==> config.mk <==
export PLATFORM = sky130hd
export DESIGN_NAME = pc_sequencer
export DESIGN_NICKNAME = d
export VERILOG_FILES = /design/src/rtl/picomips_pkg.sv /design/src/rtl/btn_conditioner.sv /design/src/rtl/pc_sequencer.sv
export SDC_FILE = /design/constraint.sdc
export NUM_CORES = 1
export LEC_CHECK = 0
export ABC_CLOCK_PERIOD_IN_PS = 1700
export CORE_MARGIN = 5
export CORE_UTILIZATION = 26
export DETAILED_ROUTE_END_ITERATION = 6
export SYNTH_ARGS = -nofsm -noshare
export SYNTH_HDL_FRONTEND = slang
export SYNTH_SLANG_ARGS = --single-unit
==> constraint.sdc <==
create_clock -name clk -period 1.7 [get_ports clk]
set_input_delay 0.34 -clock clk [delete_from_list [all_inputs] [get_ports clk]]
set_output_delay 0.34 -clock clk [all_outputs]
set_load 0.01 [all_outputs]
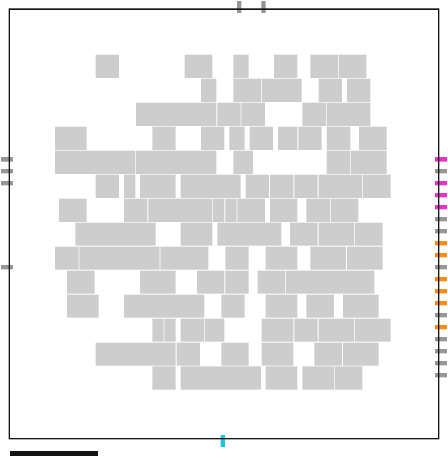
(pin map)
The bar under the picture is 10 um long. Pins as bars across the die edge, other pins in gray.
color	port	pins	direction	edge
magenta	opcode	4	input	right
orange	Branchaddr	6	output	right
cyan	halted	1	output	bottom
all pins by edge	19 right, 4 left, 2 top, 1 bottom
Die H: 48.6 um
Die Span X: 48.6 um

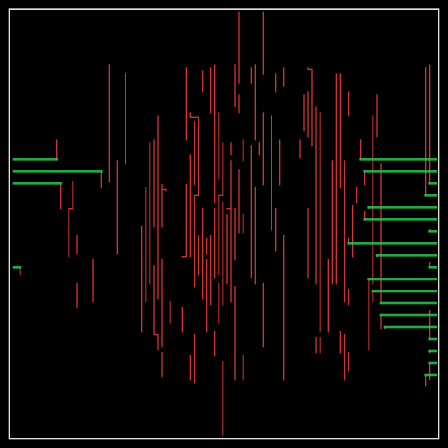
(wiring by layer)
Two of the layers only.
color	layer	wire length
red	met2	780 um
green	met3	109 um
Total GRT Usage: 0.127
Detailed Route WL: 1500 um
Via Count: 496
WL/cell: 13.9 um

==> impl_metrics.csv <==
group,metric,value,unit
sta,period_used_share,1.20,
synthesis,yosysTopAreaCellShare,0.259,
placed_design,place_area,812,um2
setup_path,cp_common_cell,"buf_6",
power,total_power,0.000932,W
global_route,grt_pass1_vias,521,
sta,fin_tns_setup,-2.16,ns
final_layout,fin_nets,113,
synthesis,synth_cell_type_count,23,
clocking,cts_max_level,1,
sta,relSlewSlack,0.841,
hold_path,hp-class,"input port to async pin",
setup_path,cp_slowest_cell,"dfrtp_1",
final_layout,register_area,100,um2
final_layout,final_area,986,um2
final_layout,largest_reg_flops,2,
final_layout,fillers,112,
power,p_seq_frac,0.155,
global_route,grt_pass1_wl,2390,um
final_layout,fin_cells,108,
synthesis,synth_warnings,0,
run_status,violations,"setup timing",
synthesis,largest_area_cell,"dfrtp_1",
power,internal_power,0.000590,W
synthesis,synth_cells,38,
routing,dr.pass1.iters,2,
clocking,root_buffer,"clkbuf_4",
clocking,ctsHoldBuffers,0,
setup_path,cp.arrival,1.70,ns
power,ir_worst_vdd,979,uV
power,powerDensity,945,nW/um2
run,cap_violations,0,
clocking,cts_sinks,4,
final_layout,drive_above_1_share,0.630,
setup_path,critical_path_class,"register to output port",
global_route,antenna_found_initial,0,
setup_path,rrSetupSlack,0.03,ns
routing,viasPerCell,4.59,
power,p_switching,0.000341,W
setup_path,cpPeakStageDelay,0.39,ns
power,combPwrFrac,0.723,
routing,drtIter0Drc,3,
sta,finalSetupViolations,9,
placed_design,placedCellCount,96,
placed_design,place.port_buffers,25,
run_status,status,"finished with violations",
clocking,path_clk_slew,0.04,ns
sta,fin_ws,-0.342,ns
clocking,cts.path.max_buffers,2,
die,fp_util,0.266,
setup_path,critPathBufInv,5,
final_layout,layout_top_cells,"buf_4, dlygate4sd2_1, buf_6",
die,die-area,2360,um2
final_layout,areaGrowthSynthToFinish,155,%
setup_path,required,1.36,ns
sta,fin_worst_skew,0.00757,ns
synthesis,postSynthAreaPerCell,10.2,um2
setup_path,cp-end-kind,"output port",
die,ioPinCount,26,
synthesis,ys_ff,4,
synthesis,fp_nets,57,
setup_path,crit_family,"buffers and inverters",
sta,rsz0062_at_grt,"yes",
final_layout,combGateArea,387,um2
synthesis,yosysChipArea,387,um2
placed_design,hpwl,1080,um
setup_path,start_kind,"register",
synthesis,syn_area,387,um2
final_layout,post-route-util,0.678,
final_layout,antenna_cells,0,
clocking,cts_tree,"done",
sta,fmax,490,MHz
sta,tightest_slew,0.238,ns
power,swShare,0.366,
run,openroad.warnings,31,
synthesis,synth_seq_share,0.259,
global_route,grt-ovfl-total,0,
power,p_leak,0.478,nW
power,pwr-share-clk,0.122,
global_route,grt_start_max_net_pins,6,
clocking,numCtsBuffers,3,
final_layout,layout_top_cell,"buf_4",
die,fp.coreArea,1450,um2
sta,hold_viol_final,0,
placed_design,gp_congestion,0.693,
sta,fin_crit,2.04,ns
setup_path,cp_max_fo,4,
setup_path,worst-path-stages,9,
sta,final_max_slew_viol_count,0,
setup_path,crit_path_cell_trace,"inv_2 -> ha_4 -> nand3b_4 -> a2111oi_4 -> buf_4 -> buf_6 -> buf_6 -> and2_4 -> buf_6",
sta,holdWs,0.295,ns
setup_path,r2r_cells,7,
placed_design,place_ws,-0.810,ns
==> synthesized netlist by cell type <==
master     count
and2_1         6
dfrtp_1        4
ha_1           4
inv_1          3
nand4_1        2
nor3b_1        2
a2111oi_4      1
a211oi_2       1
a21oi_1        1
and3b_1        1
mux2_2         1
mux2i_1        1
nand2_1        1
nand2b_1       1
nand3_1        1
nand3b_4       1
nor2_1         1
nor2b_1        1
o21bai_1       1
o31a_1         1
o31ai_1        1
o32a_1         1
or3_1          1
==> power by group through the flow <==
| stage | sequential (W) | combinational, W | clock, W |
|---|---|---|---|
| floorplan | 0.000147 | 0.000280 | 0 |
| global placement | 0.000143 | 0.000550 | 0 |
| detailed placement | 0.000143 | 0.000558 | 0 |
| CTS | 0.000142 | 0.000562 | 0.000121 |
| global route | 0.000145 | 0.000744 | 0.000137 |
| finish | 0.000144 | 0.000674 | 0.000114 |
==> routing by layer <==
layer	global-route usage	routed length (um)
met1	0.140	607
met2	0.222	780
met3	0.0399	108
met4	0.0538	0
met5	0	0
==> cell type report <==
cell class                      instances  share of cell area
Sequential cell                         4               0.102
Tap cell                               16              0.0203
Timing Repair Buffer                   51               0.452
Clock buffer                            3              0.0228
Inverter                                3              0.0114
Multi-Input combinational cell         31               0.392
==> kinds of logic after synthesis <==
group / after synthesis / share of synthesized area
and+or+nand+nor: 18 / 0.324
DFF: 4 / 0.259
buffers and inverters: 3 / 0.0291
adders and majority gates: 4 / 0.129
muxes: 2 / 0.0550
AOI/OAI and AO/OA: 7 / 0.204
==> repair_timing <==
item,CTS,global route
buffers inserted,8,3
pin swaps,5,2
gates resized,57,10
endpoints found under the setup margin,12,11
Power is estimated from default activity; no workload was simulated.
